$ cat config.mk
export PLATFORM = sky130hd
export DESIGN_NAME = event_encoder16x4_flat
export DESIGN_NICKNAME = d
export VERILOG_FILES = /design/src/rtl/event_encoder16x4_if.sv /design/src/rtl/event_encoder16x4.sv /design/src/flat_wrapper.sv
export SDC_FILE = /design/constraint.sdc
export NUM_CORES = 1
export LEC_CHECK = 0
export CAP_MARGIN = 40
export CORE_MARGIN = 2
export CORE_UTILIZATION = 50
export DETAILED_ROUTE_END_ITERATION = 8
export PLACE_DENSITY = 0.67
export SKIP_CTS_REPAIR_TIMING = 1
export SLEW_MARGIN = 10
export SYNTH_ARGS = -nofsm -noshare
export SYNTH_HDL_FRONTEND = slang
export SYNTH_SLANG_ARGS = --single-unit
$ cat constraint.sdc
create_clock -name clk -period 2.8 [get_ports clk]
set_input_delay 0.42 -clock clk [delete_from_list [all_inputs] [get_ports clk]]
set_output_delay 0.42 -clock clk [all_outputs]
set_load 0.005 [all_outputs]
$ cat src/rtl/event_encoder16x4_if.sv
// Handshake bundle between the event encoder (master) and its consumer (slave).
interface event_encoder16x4_if #(
  parameter int unsigned WIDTH = 16,
  parameter int unsigned IDX_W = 4
);
  logic [WIDTH-1:0] x;
  logic [IDX_W-1:0] y;
  logic             y_valid;
  logic             y_ready;
  logic             overflow;
  logic             busy;

  modport master (
    input  x,
    input  y_ready,
    output y,
    output y_valid,
    output overflow,
    output busy
  );

  modport slave (
    output x,
    output y_ready,
    input  y,
    input  y_valid,
    input  overflow,
    input  busy
  );
endinterface

$ cat src/rtl/event_encoder16x4.sv
// Rising-edge event encoder: synchronises WIDTH lines, queues one event per line and
// emits 4-bit indices over valid/ready. Define ENC_ROUND_ROBIN_EN for rotating priority.
module event_encoder16x4 #(
  parameter int unsigned WIDTH = 16,
  parameter int unsigned IDX_W = 4
) (
  input  logic                clk,
  input  logic                rst_n,
  event_encoder16x4_if.master bus
);

  logic [WIDTH-1:0] s1_q, s1_d;
  logic [WIDTH-1:0] s2_q, s2_d;
  logic [WIDTH-1:0] x_prev_q, x_prev_d;
  logic [WIDTH-1:0] pending_q, pending_d;
  logic [IDX_W-1:0] y_q, y_d;
  logic             y_valid_q, y_valid_d;
  logic             overflow_q, overflow_d;
  logic             busy_q, busy_d;

  logic [WIDTH-1:0] rise;
  logic [WIDTH-1:0] take_mask;
  logic [IDX_W-1:0] sel_idx;
  logic             load;

`ifdef ENC_ROUND_ROBIN_EN
  logic [IDX_W-1:0] rr_ptr_q, rr_ptr_d;
  logic [WIDTH-1:0] rotated;
  int unsigned      wrap_idx;

  // Rotate pending so rr_ptr lands on bit 0, then take the lowest set bit.
  always_comb begin
    sel_idx  = '0;
    wrap_idx = 0;
    rotated  = (pending_q >> rr_ptr_q) | (pending_q << (WIDTH - int'(rr_ptr_q)));
    for (int i = int'(WIDTH) - 1; i >= 0; i--) begin
      if (rotated[i]) begin
        wrap_idx = int'(rr_ptr_q) + i;
        if (wrap_idx >= WIDTH) wrap_idx = wrap_idx - WIDTH;
        sel_idx = IDX_W'(wrap_idx);
      end
    end
  end

  always_comb begin
    rr_ptr_d = rr_ptr_q;
    if (load) begin
      rr_ptr_d = (sel_idx == IDX_W'(WIDTH - 1)) ? '0 : sel_idx + IDX_W'(1);
    end
  end
`else
  // Fixed priority: lowest pending index wins.
  always_comb begin
    sel_idx = '0;
    for (int i = int'(WIDTH) - 1; i >= 0; i--) begin
      if (pending_q[i]) sel_idx = IDX_W'(i);
    end
  end
`endif

  always_comb begin
    s1_d       = bus.x;
    s2_d       = s1_q;
    x_prev_d   = s2_q;
    rise       = s2_q & ~x_prev_q;
    load       = (!y_valid_q || bus.y_ready) && (|pending_q);
    take_mask  = load ? (WIDTH'(1) << sel_idx) : '0;
    // A same-line take and rise keeps the bit set as a fresh event, not an overflow.
    pending_d  = (pending_q & ~take_mask) | rise;
    overflow_d = |(rise & pending_q & ~take_mask);
    y_d        = y_q;
    y_valid_d  = y_valid_q;
    if (load) begin
      y_d       = sel_idx;
      y_valid_d = 1'b1;
    end else if (y_valid_q && bus.y_ready) begin
      y_valid_d = 1'b0;
    end
    busy_d = (|pending_d) | y_valid_d;
  end

  always_ff @(posedge clk) begin
    if (!rst_n) begin
      s1_q       <= '0;
      s2_q       <= '0;
      x_prev_q   <= '0;
      pending_q  <= '0;
      y_q        <= '0;
      y_valid_q  <= 1'b0;
      overflow_q <= 1'b0;
      busy_q     <= 1'b0;
`ifdef ENC_ROUND_ROBIN_EN
      rr_ptr_q   <= '0;
`endif
    end else begin
      s1_q       <= s1_d;
      s2_q       <= s2_d;
      x_prev_q   <= x_prev_d;
      pending_q  <= pending_d;
      y_q        <= y_d;
      y_valid_q  <= y_valid_d;
      overflow_q <= overflow_d;
      busy_q     <= busy_d;
`ifdef ENC_ROUND_ROBIN_EN
      rr_ptr_q   <= rr_ptr_d;
`endif
    end
  end

  assign bus.y        = y_q;
  assign bus.y_valid  = y_valid_q;
  assign bus.overflow = overflow_q;
  assign bus.busy     = busy_q;

endmodule

$ cat src/flat_wrapper.sv
// flat-port wrapper written by rule: the top's interface ports become plain ports
module event_encoder16x4_flat 
#(
  parameter int unsigned WIDTH = 16,
  parameter int unsigned IDX_W = 4
)
  (clk, rst_n, bus_x, bus_y_ready, bus_y, bus_y_valid, bus_overflow, bus_busy);
  event_encoder16x4_if #(.WIDTH(WIDTH), .IDX_W(IDX_W)) bus_i ();
  input  logic clk;
  input  logic rst_n;
  input wire logic [$bits(bus_i.x)-1:0] bus_x;
  input wire logic [$bits(bus_i.y_ready)-1:0] bus_y_ready;
  output wire logic [$bits(bus_i.y)-1:0] bus_y;
  output wire logic [$bits(bus_i.y_valid)-1:0] bus_y_valid;
  output wire logic [$bits(bus_i.overflow)-1:0] bus_overflow;
  output wire logic [$bits(bus_i.busy)-1:0] bus_busy;
  assign bus_i.x = bus_x;
  assign bus_i.y_ready = bus_y_ready;
  assign bus_y = bus_i.y;
  assign bus_y_valid = bus_i.y_valid;
  assign bus_overflow = bus_i.overflow;
  assign bus_busy = bus_i.busy;
  event_encoder16x4 #(.WIDTH(WIDTH), .IDX_W(IDX_W)) u_core (.clk(clk), .rst_n(rst_n), .bus(bus_i));
endmodule
Run 1, the metal 1 layer:
(4 px per µm) Supply wires on this layer in grey.
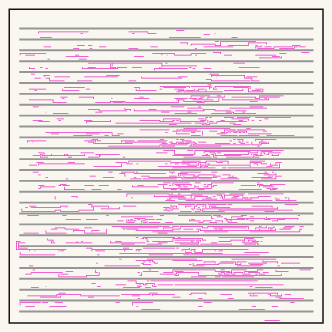
longest straight run = 27.1 µm
share of all routed wire = 48%

Run 1, close-up of the layout:
Window x 24 to 54, y 40 to 70 µm. Cells in grey, sequential cells in the stronger grey; small squares are vias.
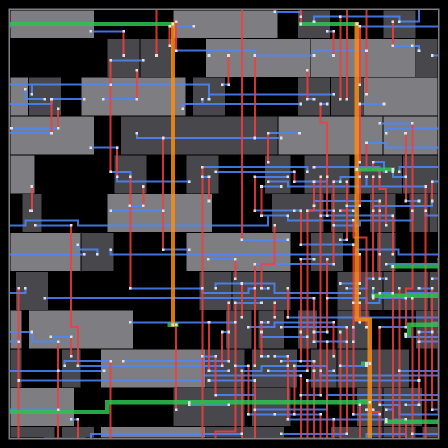
M4 -> orange
M1 -> blue
M3 -> green
M2 -> red
most frequent = dfxtp_1 (15), and2_1 (9)
netlist names of flops here include = `u_core.x_prev_q` (5), `u_core.pending_q` (3), `u_core.s2_q` (3)
sequential cells in the window = 15
cells with their middle in the window = 56

Run 1, routed metal, one colour a layer:
(4 px per µm) Two of the layers only.
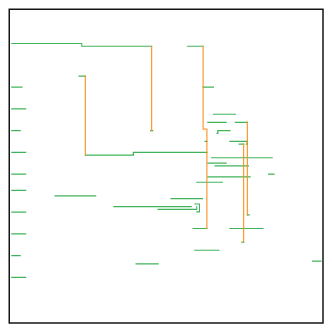
M3 -> green  # wire length 253 µm
M4 -> orange  # wire length 135 µm
vias post-DR: 2127
Tot GR Track Use: 20.6%

==> out/metrics.cfg, run 1 <==
[yosys]
syn-cell-area_mm2=0.00274
ys_seq_share_pct=51.8
syn_nets=308
yosys_warnings=0
syn_inst=289
ff_type=dfxtp_1
edf_count=0
ys_ff=71
top_area_share_pct=51.8
ys_chip_area_mm2=0.00274
synth.cells.most_frequent=dfxtp_1 (71), and2_1 (51), nor2_1 (24)

[timing]
min_period_over_period_pct=91.2
layout_min_cycle_time_ns=2.55
clock.fmax_ghz=0.391
maxSlewViolCount=0
finalHoldViolCount=0
setup_tns_ns=0
slew_headroom_pct=53.0
fin_ws_ns=0.245
rsz0062_at_grt=false

[route]
drtPass1Iterations=5
route.detailed.wl_per_inst_um=14.2
drt-vias-per-instance=5.40
wirelength_um=5580

[grt]
grt_pass1_vias=2043
overflow=0

[power_and_ir_drop]
ir_drop_mv=0.486
power.total_w=0.00246
p_leak_nw=1.29

[job]
warnings=26
max_cap_viol_count=0

[clock_tree]
cts_tree=built
cts-buffers-inserted=9
cts-root-buf=clkbuf_8

[final_layout]
drive_gt1_share_pct=9.88
final_cells=394
syn_to_final_growth_pct=21.9
fin_nets=339

[critical_path]
reg2reg_slack_ns=0.25
critical_path_buf_inv_count=0
critical_path.cell_chain=nor4_1, nand3b_1, or2_1, o31a_1, a2bb2o_1, o41a_1
r2r-start=u_core.pending_q[10]
r2r.worst_path.cells=6
worst-path-stages=6
worstSetupEndpointType=register
crit_family=simple AND/OR/NAND/NOR gates
critPathSlowestCell=nor4_1
r2r-end=u_core.bus.overflow
worstPathRequired_ns=3.02

[placement]
dp_hpwl_um=3960
dp.cells=379
gp_congestion=0.936
dpl_worst_slack_ns=0.127
port-buffer-count=25

[run_status]
status=completed

[floorplanning]
die_area_mm2=0.00610
fp.dieW_um=78.1
rows=26

[hold_path]
hold_path_class=reg -> reg
whs_path_depth=1

## run 1: cell families (layout without fill, tap and decap cells)
group | Yosys count | in the layout | share of synthesized area, %
AOI/OAI and AO/OA | 64 | 64 | 16.0
buffers and inverters | 18 | 53 | 2.51
DFF | 71 | 71 | 51.8
muxes | 1 | 1 | 0.365
and+or+nand+nor | 135 | 135 | 29.3
## run 1: area by class of cell
cell class / instances / area (µm²)
clock buffers: 9 / 124
flip-flops and latches: 71 / 1420
well taps: 70 / 87.6
multi-input cells: 200 / 1250
fillers: 448 / 1860
inverters: 6 / 22.5
repair buffers: 32 / 303
clock inverters: 6 / 134
## run 1: where the power goes
part | switching, W | internal, W
combinational | 0.000164 | 0.000151
clock | 0.000366 | 0.000677
sequential | 0.0000374 | 0.00106
total | 0.000568 | 0.00189
## run 1: metrics by stage
stage	instance area, µm²	utilization, %
after floorplan	2740	-
after global placement	3090	59.3
after detailed placement	3090	59.3
after CTS	3350	64.3
after global routing	3350	64.3
final	3350	64.3
## run 1: state kept, by name (all words and copies together), names as in the netlist
name	cells
u_core.bus.busy	1
u_core.bus.overflow	1
u_core.bus.y	4
u_core.bus.y_valid	1
u_core.pending_q	16
u_core.s1_q	16
u_core.s2_q	16
u_core.x_prev_q	16
## run 1: per-layer routing
metal / share of wire (%) / routed length (µm) / track usage, % / vias to the layer above
li1: - / - / - / 1071
met1: 48 / 2680 / 28.3 / 982
met2: 45 / 2510 / 30.6 / 61
met3: 4.5 / 253 / 4.60 / 13
met4: 2.4 / 134 / 10.0 / 0
met5: 0 / 0 / 0 / -
## run 1: cells in the final DEF (no fill, tap or decap), types with 2 or more instances in the layout
cell type and count:
o31a_1 2, o31ai_1 3, a21oi_1 22, inv_1 6, nor2_1 24, a21boi_0 2
clkbuf_8 9, bufinv_16 4, nor2b_1 9, clkdlybuf4s50_1 25, or2_1 3, a2111oi_0 2
nand2b_1 13, o21ai_0 8, a211oi_1 2, nor4_1 4, and2_1 51, dfxtp_1 71
nand2_1 6, nand4_1 4, nor3_1 5, nor3b_1 2, o21ai_1 3, buf_4 7
nand3b_1 2
## run 1: how the worst max path moves through the flow
stage	from	to	slack, ns
6_report	u_core.pending_q[10]	u_core.bus.overflow	0.25
5_1_grt	u_core.pending_q[10]	u_core.bus.busy	0.05
4_1_cts	u_core.pending_q[11]	u_core.bus.overflow	0.29
3_5_place_dp	bus_y_ready	u_core.bus.overflow	0.13
3_3_place_gp	bus_y_ready	u_core.bus.overflow	0.15
2_1_floorplan	u_core.pending_q[1]	u_core.bus.overflow	0.47
Run 1, routing congestion:
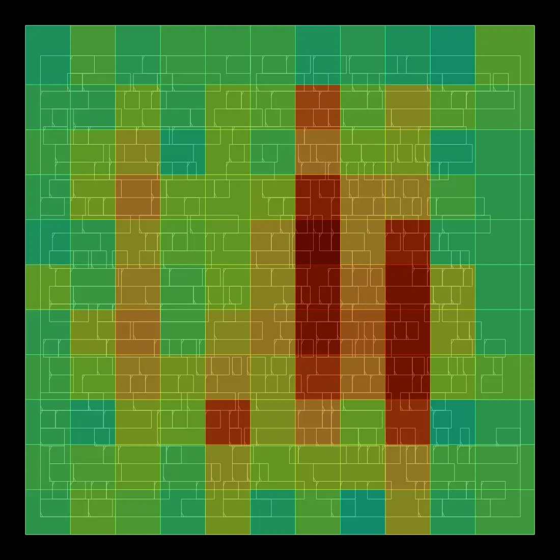

==> run 1 -> run 2 <==
--- a/config.mk
+++ b/config.mk
@@ -10,6 +10,7 @@
 export CORE_UTILIZATION = 50
 export DETAILED_ROUTE_END_ITERATION = 8
 export PLACE_DENSITY = 0.67
+export SETUP_SLACK_MARGIN = 0.05
 export SKIP_CTS_REPAIR_TIMING = 1
 export SLEW_MARGIN = 10
 export SYNTH_ARGS = -nofsm -noshare
Run 2, routing congestion:
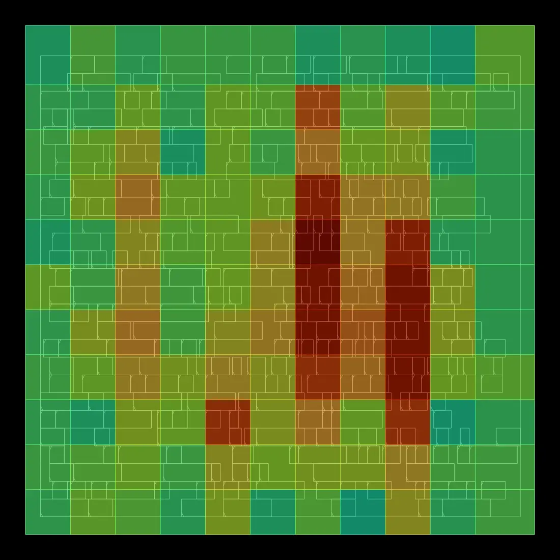
Finished Core Util: 64.4%
GR Util met3: 4.60%
met1 Track Usage GR: 28.3%
DR WL/cell: 14.1 µm

==> out/metrics.cfg, run 2 <==
[run_status]
status=completed

[power_and_ir_drop]
pwr-share-comb_pct=12.9
p_sw_share_pct=23.0
power.total_w=0.00246
p_int_w=0.00189
clkPwrFrac_pct=42.3
p_leak_nw=1.29
pwr-share-seq_pct=44.8
p_sw_w=0.000566
pwr_density_cell_mw_per_mm2=733
ir_drop_mv=0.486

[timing]
maxSlewViolCount=0
slew_headroom_pct=53.1
worst_pin_slew_ns=0.697
rsz0062_at_grt=false
setup_viol=0
finalHoldViolCount=0
min_period_over_period_pct=89.0
clock.fmax_ghz=0.401
layout_min_cycle_time_ns=2.49
setup_tns_ns=0
skew_ns=0.00833

[critical_path]
critPathSlowestCell=dfxtp_1
critical_path_buf_inv_count=1
reg2reg_slack_ns=0.31
critical_path.cell_chain=inv_1, a221o_1, a31o_2, o31ai_1, nand4_1, a2111oi_0, a41oi_1
crit_family=AND-OR/OR-AND gates
r2r-end=u_core.bus.busy
r2r.worst_path.cells=7
crit_type=reg -> reg
max_stage_delay_ns=0.49
worstPathRequired_ns=2.98
critPathLaunchType=register
arrival_ns=2.67
worstPathMaxFanout=7
r2r-start=u_core.pending_q[11]
worstSetupEndpointType=register

[grt]
grt_pass1_vias=2043
grt_max_degree=52
grt_antenna_before_repair=0
overflow=0
grt_pass1_wl_um=9820
track_usage_pct=20.6

[yosys]
ys_ff=71
ys_cells=289
yosys_warnings=0
top_area_share_pct=51.8
synthMostInstantiatedCell=dfxtp_1
edf_count=0
async_reset_ff_share_pct=0
synth.cells.most_frequent=dfxtp_1 (71), and2_1 (51), nor2_1 (24)
syn_inst=289
syn-cell-area_mm2=0.00274
ff_type=dfxtp_1
yosysUniqueCellTypes=56
yosys-top-cells-area=dfxtp_1 (52%), and2_1 (12%), a21oi_1 (4.0%)
ys_seq_share_pct=51.8
ys_chip_area_mm2=0.00274
avgSynthCellArea_um2=9.49
yosys.area.top_type=dfxtp_1
syn_nets=308

[final_layout]
final_cells=394
diodes=0
lay_top_cells=dfxtp_1 (71), and2_1 (51), clkdlybuf4s50_1 (25)
fin_nets=339
lay_top_count=dfxtp_1
drive_gt1_share_pct=10.2
syn_to_final_growth_pct=22.2
fillCellCount=445

[placement]
dp.cells=379
port-buffer-count=25
dp_hpwl_um=3960
gp_congestion=0.936

[floorplanning]
io_pins=26
fp.dieW_um=78.1
fp_util_pct=52.7
die_h_um=78.1
rows=26
coreArea_mm2=0.00520
die_area_mm2=0.00610

[route]
drc=0
antenna_left=0
drt-vias-per-instance=5.40
vias=2129
drtPass1Iterations=4
wirelength_um=5560
first_iter_violations=184

[clock_tree]
cts-buffers-inserted=9
clk_latency_ns=0.34
clk_pin_slew_ns=0.07
cts_sinks=71
clk_path_buf_depth=2
ctsHtreeMaxLevel=3
cts-root-buf=clkbuf_8
cts_tree=built

[hold_path]
whs_path_depth=1
min_to=u_core.s2_q[13]
hp-start=u_core.s1_q[13]
hold_path_class=reg -> reg

[job]
max_cap_viol_count=0
warnings=26

Run 2, selected gate families:
(6 px per µm)
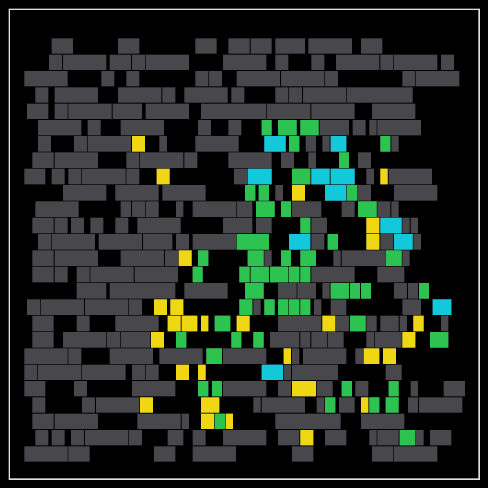
aoi and oai cells -> green  # cells 53, most used a21oi_1
non-inverting ao/oa cells -> cyan  # cells 11, most used o31a_1
nand cells -> yellow  # cells 29, most used nand2b_1

## run 2: cell families after synthesis
group / count (synthesis) / share of synthesized area, %
AND/OR/NAND/NOR: 135 / 29.3
flip-flops: 71 / 51.8
buffers and inverters: 18 / 2.51
multiplexers: 1 / 0.365
AND-OR/OR-AND: 64 / 16.0
## run 2: worst max-delay path by stage
stage                     depth (start not counted)             endpoint  slack, ns            startpoint
after floorplan                                   8  u_core.bus.overflow       0.47   u_core.pending_q[1]
after global placement                            8  u_core.bus.overflow       0.15           bus_y_ready
after detailed placement                          8  u_core.bus.overflow       0.13           bus_y_ready
after CTS                                         6  u_core.bus.overflow       0.29  u_core.pending_q[11]
after global routing                              7      u_core.bus.busy       0.07  u_core.pending_q[11]
final                                             7      u_core.bus.busy       0.31  u_core.pending_q[11]
## run 2: per-stage QoR
stage          worst slack [ns]  area, µm²  hold slack, ns
5_1_grt                  0.0710       3350           0.451
4_1_cts                   0.285       3350           0.430
6_report                  0.308       3350           0.428
3_5_place_dp              0.127       3090           0.414
3_3_place_gp              0.153       3090           0.409
2_1_floorplan             0.471       2740           0.406
## run 2: layout make-up
type / instances / area, µm² / area share, %
flip-flops and latches: 71 / 1420 / 42.4
multi-input cells: 200 / 1260 / 37.6
repair buffers: 32 / 303 / 9.03
clock inverters: 6 / 134 / 3.99
clock buffers: 9 / 124 / 3.70
well taps: 70 / 87.6 / 2.61
inverters: 6 / 22.5 / 0.672
## run 2: per-layer routing
layer | track usage [%] | vias up | part of all wire, %
met5 | 0 | - | 0
met3 | 4.60 | 15 | 3.8
li1 | - | 1071 | -
met2 | 30.6 | 58 | 46
met1 | 28.3 | 985 | 48
met4 | 10.0 | 0 | 2.6
## run 2: worst reg2reg max path: stages (launching register included)
cell       delay [ns]
dfxtp_1          0.49
inv_1            0.07
a221o_1          0.40
a31o_2           0.31
o31ai_1          0.35
nand4_1          0.13
a2111oi_0        0.43
a41oi_1          0.16
## run 2: power groups by stage
| stage | combinational [W] | clock [W] | sequential [W] |
|---|---|---|---|
| finish | 0.000316 | 0.00104 | 0.00110 |
| detailed placement | 0.000312 | 0 | 0.00112 |
| global route | 0.000351 | 0.00111 | 0.00111 |
| floorplan | 0.000196 | 0 | 0.00111 |
| CTS | 0.000313 | 0.00106 | 0.00110 |
| global placement | 0.000315 | 0 | 0.00112 |
Power is estimated from default activity; no workload was simulated.
